<file path="src/rtl/alu_mul_seq_if.sv">
// alu_mul_seq_if
//   Bundles the two sides of the sequential multiplier:
//   - core side: start / operands in, busy / done / product out
//   - ALU side : alu_a / alu_b / alu_op out, alu_result / alu_carry in
//   - dbg_state: current FSM state, exported for checkers and debug
//
// Handshake: a request is accepted only when start is high at a rising
// clock edge while the controller is idle; there is no queueing. After
// acceptance busy stays high for 2*WIDTH cycles, then done pulses for
// exactly one cycle with product valid. product holds its value until the
// next completed multiply.
//
// Modports:
//   master - the core / environment that drives start and the ALU result
//   slave  - the multiply controller
interface alu_mul_seq_if #(
    parameter int WIDTH = 8
) ();
    logic               start;
    logic [WIDTH-1:0]   multiplicand;
    logic [WIDTH-1:0]   multiplier;
    logic               busy;
    logic               done;
    logic [2*WIDTH-1:0] product;
    logic [WIDTH-1:0]   alu_a;
    logic [WIDTH-1:0]   alu_b;
    logic [2:0]         alu_op;
    logic [WIDTH-1:0]   alu_result;
    logic               alu_carry;
    logic [1:0]         dbg_state;

    modport master (
        output start, multiplicand, multiplier, alu_result, alu_carry,
        input  busy, done, product, alu_a, alu_b, alu_op, dbg_state
    );

    modport slave (
        input  start, multiplicand, multiplier, alu_result, alu_carry,
        output busy, done, product, alu_a, alu_b, alu_op, dbg_state
    );
endinterface

</file>
<file path="src/rtl/alu_mul_seq.sv">
// alu_mul_seq
//   Shift-and-add unsigned multiplier that borrows the shared combinational
//   ALU for its accumulate step. Each of the WIDTH multiplier bits costs one
//   ADD cycle (ALU adds m into hi when lo[0] is set) and one SHIFT cycle
//   ({c,hi,lo} shifted right by one), so latency is always 2*WIDTH cycles.
//
// Ports:
//   clk - rising-edge clock
//   rst - asynchronous active-high reset; aborts any multiply in flight
//   bus - alu_mul_seq_if.slave (core handshake, ALU operands/result, debug)
module alu_mul_seq #(
    parameter int         WIDTH  = 8,
    parameter logic [2:0] OP_ADD = 3'b000
) (
    input  logic          clk,
    input  logic          rst,
    alu_mul_seq_if.slave  bus
);

    typedef enum logic [1:0] {
        IDLE  = 2'd0,
        ADD   = 2'd1,
        SHIFT = 2'd2,
        DONE  = 2'd3
    } state_t;

    state_t             state_q, state_d;
    logic [WIDTH-1:0]   m_q, m_d;
    logic [WIDTH-1:0]   hi_q, hi_d;
    logic [WIDTH-1:0]   lo_q, lo_d;
    logic               c_q, c_d;
    logic [3:0]         cnt_q, cnt_d;
    logic               busy_q, busy_d;
    logic               done_q, done_d;
    logic [2*WIDTH-1:0] product_q, product_d;

    always_comb begin
        state_d   = state_q;
        m_d       = m_q;
        hi_d      = hi_q;
        lo_d      = lo_q;
        c_d       = c_q;
        cnt_d     = cnt_q;
        busy_d    = busy_q;
        done_d    = 1'b0;
        product_d = product_q;

        case (state_q)
            IDLE: begin
                if (bus.start) begin
                    m_d     = bus.multiplicand;
                    lo_d    = bus.multiplier;
                    hi_d    = '0;
                    c_d     = 1'b0;
                    cnt_d   = '0;
                    busy_d  = 1'b1;
                    state_d = ADD;
                end
            end
            ADD: begin
                if (lo_q[0]) begin
                    hi_d = bus.alu_result;
                    c_d  = bus.alu_carry;
                end else begin
                    c_d  = 1'b0;
                end
                state_d = SHIFT;
            end
            SHIFT: begin
                // The carry of the accumulate drops into the top of hi, so the
                // full (WIDTH+1)-bit partial sum is never truncated.
                c_d   = 1'b0;
                hi_d  = {c_q, hi_q[WIDTH-1:1]};
                lo_d  = {hi_q[0], lo_q[WIDTH-1:1]};
                cnt_d = cnt_q + 4'd1;
                if (cnt_q == 4'(WIDTH - 1)) begin
                    // Register the product on DONE entry so it is already
                    // valid during the done pulse.
                    product_d = {hi_d, lo_d};
                    busy_d    = 1'b0;
                    done_d    = 1'b1;
                    state_d   = DONE;
                end else begin
                    state_d   = ADD;
                end
            end
            DONE: begin
                state_d = IDLE;
            end
            default: begin
                busy_d  = 1'b0;
                state_d = IDLE;
            end
        endcase
    end

    always_ff @(posedge clk or posedge rst) begin
        if (rst) begin
            state_q   <= IDLE;
            m_q       <= '0;
            hi_q      <= '0;
            lo_q      <= '0;
            c_q       <= 1'b0;
            cnt_q     <= '0;
            busy_q    <= 1'b0;
            done_q    <= 1'b0;
            product_q <= '0;
        end else begin
            state_q   <= state_d;
            m_q       <= m_d;
            hi_q      <= hi_d;
            lo_q      <= lo_d;
            c_q       <= c_d;
            cnt_q     <= cnt_d;
            busy_q    <= busy_d;
            done_q    <= done_d;
            product_q <= product_d;
        end
    end

    // ALU operands decode straight from the state register; outside ADD the
    // ALU sees zeros so it is free for other users.
    assign bus.alu_a     = (state_q == ADD) ? hi_q : '0;
    assign bus.alu_b     = (state_q == ADD) ? m_q  : '0;
    assign bus.alu_op    = OP_ADD;
    assign bus.busy      = busy_q;
    assign bus.done      = done_q;
    assign bus.product   = product_q;
    assign bus.dbg_state = state_q;

endmodule

</file>
<file path="src/flat_wrapper.sv">
// flat-port wrapper written by rule: the top's interface ports become plain ports
module alu_mul_seq_flat 
#(
    parameter int         WIDTH  = 8,
    parameter logic [2:0] OP_ADD = 3'b000
)
  (clk, rst, bus_start, bus_multiplicand, bus_multiplier, bus_alu_result, bus_alu_carry, bus_busy, bus_done, bus_product, bus_alu_a, bus_alu_b, bus_alu_op, bus_dbg_state);
  alu_mul_seq_if #(.WIDTH(WIDTH)) bus_i ();
  input  logic clk;
  input  logic rst;
  input wire logic [$bits(bus_i.start)-1:0] bus_start;
  input wire logic [$bits(bus_i.multiplicand)-1:0] bus_multiplicand;
  input wire logic [$bits(bus_i.multiplier)-1:0] bus_multiplier;
  input wire logic [$bits(bus_i.alu_result)-1:0] bus_alu_result;
  input wire logic [$bits(bus_i.alu_carry)-1:0] bus_alu_carry;
  output wire logic [$bits(bus_i.busy)-1:0] bus_busy;
  output wire logic [$bits(bus_i.done)-1:0] bus_done;
  output wire logic [$bits(bus_i.product)-1:0] bus_product;
  output wire logic [$bits(bus_i.alu_a)-1:0] bus_alu_a;
  output wire logic [$bits(bus_i.alu_b)-1:0] bus_alu_b;
  output wire logic [$bits(bus_i.alu_op)-1:0] bus_alu_op;
  output wire logic [$bits(bus_i.dbg_state)-1:0] bus_dbg_state;
  assign bus_i.start = bus_start;
  assign bus_i.multiplicand = bus_multiplicand;
  assign bus_i.multiplier = bus_multiplier;
  assign bus_i.alu_result = bus_alu_result;
  assign bus_i.alu_carry = bus_alu_carry;
  assign bus_busy = bus_i.busy;
  assign bus_done = bus_i.done;
  assign bus_product = bus_i.product;
  assign bus_alu_a = bus_i.alu_a;
  assign bus_alu_b = bus_i.alu_b;
  assign bus_alu_op = bus_i.alu_op;
  assign bus_dbg_state = bus_i.dbg_state;
  alu_mul_seq #(.WIDTH(WIDTH), .OP_ADD(OP_ADD)) u_core (.clk(clk), .rst(rst), .bus(bus_i));
endmodule
</file>
<file path="config.mk">
export PLATFORM = sky130hd
export DESIGN_NAME = alu_mul_seq_flat
export DESIGN_NICKNAME = d
export VERILOG_FILES = /design/src/rtl/alu_mul_seq_if.sv /design/src/rtl/alu_mul_seq.sv /design/src/flat_wrapper.sv
export SDC_FILE = /design/constraint.sdc
export NUM_CORES = 1
export LEC_CHECK = 0
export ABC_CLOCK_PERIOD_IN_PS = 2600
export CAP_MARGIN = 30
export CORE_MARGIN = 5
export CORE_UTILIZATION = 53
export CTS_BUF_LIST = sky130_fd_sc_hd__clkbuf_8
export DETAILED_ROUTE_END_ITERATION = 6
export GPL_ROUTABILITY_DRIVEN = 0
export PLACE_DENSITY = 0.93
export SLEW_MARGIN = 25
export SYNTH_ARGS = -nofsm -noshare
export SYNTH_HDL_FRONTEND = slang
export SYNTH_SLANG_ARGS = --single-unit
</file>
<file path="constraint.sdc">
create_clock -name clk -period 2.6 [get_ports clk]
set_input_delay 0.39 -clock clk [delete_from_list [all_inputs] [get_ports clk]]
set_output_delay 0.39 -clock clk [all_outputs]
set_load 0.02 [all_outputs]
</file>
==> GITHUB_STEP_SUMMARY, run 1 <==
### Yosys + OpenROAD results

| Metric | Value |
|---|---|
| Clk pwr | roughly 0.42 mW |
| # DRC | 0 |
| CTS sink count | 49 |
| Clock buffer count | 5 |
| Post-Synthesis Cell Area | about 2400 um^2 |
| M1 WL | 2.18 mm |
| Post-DR wirelength/cell | ~16 um |
| Hold_buf cts | 0 |
| CTS clk-pin slew, worst paths | about 0.090 ns |
| Clk buf depth | 2 |
| Non-clk buf share | 0.219 |
| Multi-input combinational area share | 0.339 |
| Worst setup SP type | flip-flop |
| Area reported by Yosys stat | 2370 um^2 |
| Max-slew violations | 0 |
| CP Launch Point | u_core.bus.dbg_state[1]$_DFFE_PP0P_ |
| Inverters | 5 |
| Sequential Power Share | 0.392 |
| Top cells by area | dfrtp_1, mux2_2, and2_1 |
| Top cells by count, synth | dfrtp_1, mux2_2, and2_1 |
| Setup TNS | 0 ns |
| Status | complete, no violations |
| Synth cell types | 30 |
| Sw frac | 0.379 |
| Logic area | 1060 um^2 |
| Antenna Violating Nets Remaining | 0 |
| Worst Path Required | about 2.2 ns |
| Placed cell area | 3050 um^2 |
| GR Util met1 | 0.230 |
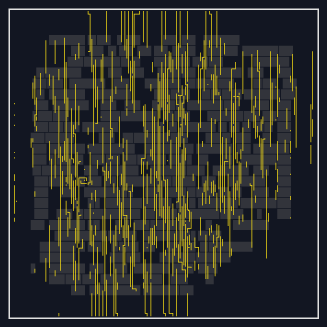
Fig. 1. Met2 routing (run 1).
(4 px per um)
The layer carries 2510 um of wire. The longest straight run is 30.9 um.
final WL: 5.05 mm
grt met2 use: 0.295

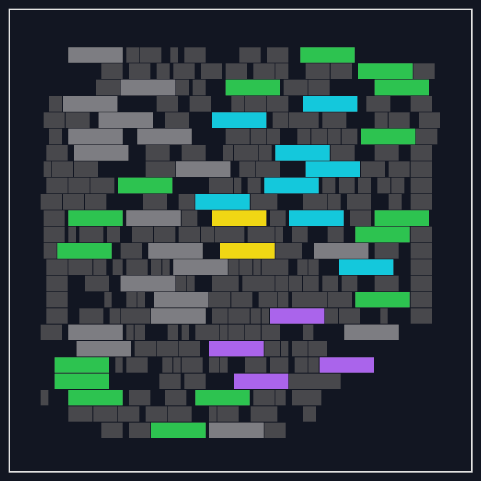
Fig. 2. Sequential cells grouped by signal name (run 1).
(6 px per um)
Key: purple = u_core.cnt_q [placed flops 4, where bottom centre]; yellow = u_core.bus.dbg_state [placed flops 2]; green = u_core.bus.product [placed flops 16, where spread over the die]; cyan = u_core.hi_q [placed flops 8]
Another 19 sequential cells are not coloured.
sequential share of cell area: 0.392
post-layout util: 0.718
seq pwr: 1.22 mW
Register Area: 1230 um^2

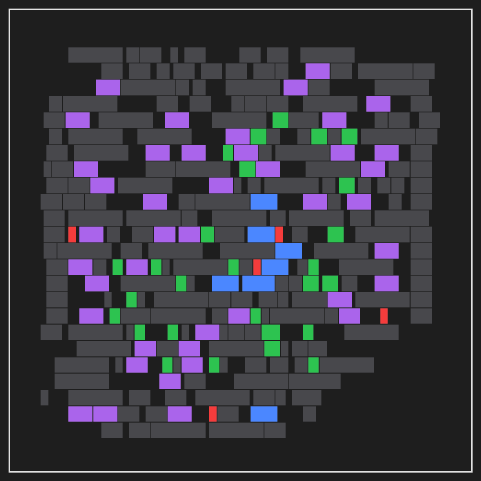
Fig. 3. Selected gate families (run 1).
(6 px per um)
Key: blue = adder and majority cells [cells 7, most used ha_1, where centre]; purple = multiplexers [cells 42, most used mux2_2]; red = inverters [cells 5, most used inv_1]; green = inverting AOI/OAI gates [cells 27, most used o21ai_0]

## Run 2: what changed since run 1
- REMOVE_ABC_BUFFERS: unset -> 1
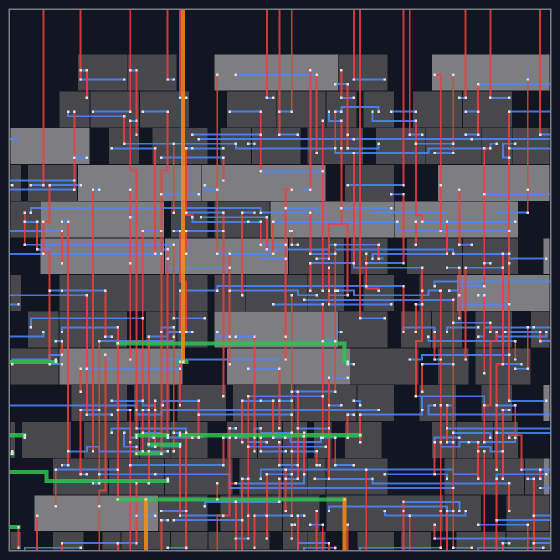
Fig. 4. Close-up of the layout (run 2).
Window x 18 to 58, y 34 to 74 um. Cells in grey, sequential cells in the stronger grey; small squares are vias.
Key: red = metal 2; blue = metal 1; green = metal 3; orange = metal 4
Sequential cells in the window: 16. Netlist names of flops here include u_core.hi_q (8), u_core.bus.product (5), u_core.bus.dbg_state (2). 112 logic cells have their middle in the window. Most frequent: clkdlybuf4s50_1 (19), dfrtp_1 (16), mux2_2 (13).

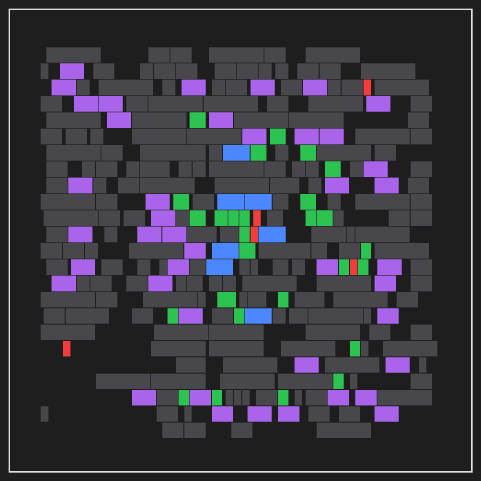
Fig. 5. Selected gate families (run 2).
(6 px per um)
Key: red = inverters [cells 5, most used inv_1]; blue = adder and majority cells [cells 7, most used ha_1, where centre]; purple = multiplexers [cells 42, most used mux2_2, where spread over the die]; green = inverting AOI/OAI gates [cells 27, most used o21ai_0]
multi-input combinational area share: 0.335
Non-Filler Instances: 312
most numerous logic cell after layout: clkdlybuf4s50_1

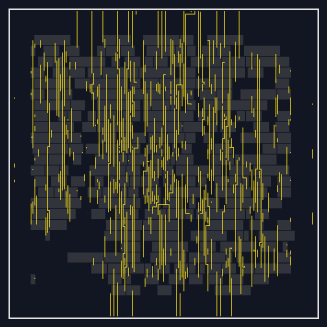
Fig. 6. Met2 routing (run 2).
(4 px per um)
The wires run mostly vertical. 260 nets have wire on it. The longest straight run is 34.3 um.

==> run 2 against run 1 <==
Compared with the run above: synthesized area did not move; synthesized cell count unchanged; non-clock buffer count decreased by 2; final area grew 0.80%; register-to-register slack worse by 0.08 ns; maximum frequency rose by 0.91%; final cell count decreased by 0.32%; largest cell class unchanged.
==> GITHUB_STEP_SUMMARY, run 2 <==
### Yosys + OpenROAD results

| Metric | Value |
|---|---|
| CTS sink count | around 49 |
| CP top delay family | buffers and inverters |
| Max-slew violations | 0 |
| Sw Pwr | 1.16 mW |
| Top cells by count, synth | dfrtp_1, mux2_2, and2_1 |
| CTS clk-pin slew, worst paths | 0.09 ns |
| Die Width | 76.9 um |
| Die Ht | 76.9 um |
| Seq pwr | 1.21 mW |
| GR Util met1 | 0.212 |
| Critical path endpoint category | primary output |
| Non-clk buf share | 0.216 |
| Dominant kind of cell | flip-flops and latches |
| Area fraction in xor and xnor cells | 0 |
| Clk buf depth | 2 |
| Synth cell types | 30 |
| Sw frac | 0.365 |
| Area reported by Yosys stat | 2370 um^2 |
| Post-layout util | 0.724 |
| M1 WL | 2.02 mm |
| Final WL | 4.83 mm |
| # DRC | 0 |
| WL met2 | approximately 2.3 mm |
| Slew @ Worst Pin | 0.592 ns |
| Antenna Violating Nets Remaining | 0 |
| Clock buffer count | 5 |
| Setup TNS | 0 ns |
| Hold_buf cts | 0 |
| Logic area | 1060 um^2 |
| Well tap count | 52 |
| Sequential share of cell area | 0.389 |
| Sequential Power Share | 0.382 |
| Post-layout instance area | 3150 um^2 |
| Worst Path Required | 2.21 ns |
| Grt met2 use | 0.262 |
| Inverters | 5 |
| Register Area | 1230 um^2 |
| Status | complete, no violations |
| Post-DR wirelength/cell | 15.5 um |
| Top cells by area | dfrtp_1, mux2_2, and2_1 |
| Clk_lat worst skew | 0.30 ns |
| CP Launch Point | u_core.bus.dbg_state[1]$_DFFE_PP0P_ |
| Placed cell area | 3050 um^2 |
| IO Count | approximately 67 |
| Worst Setup EP | bus_alu_a[6] |
Power and IR drop assume default switching activity.
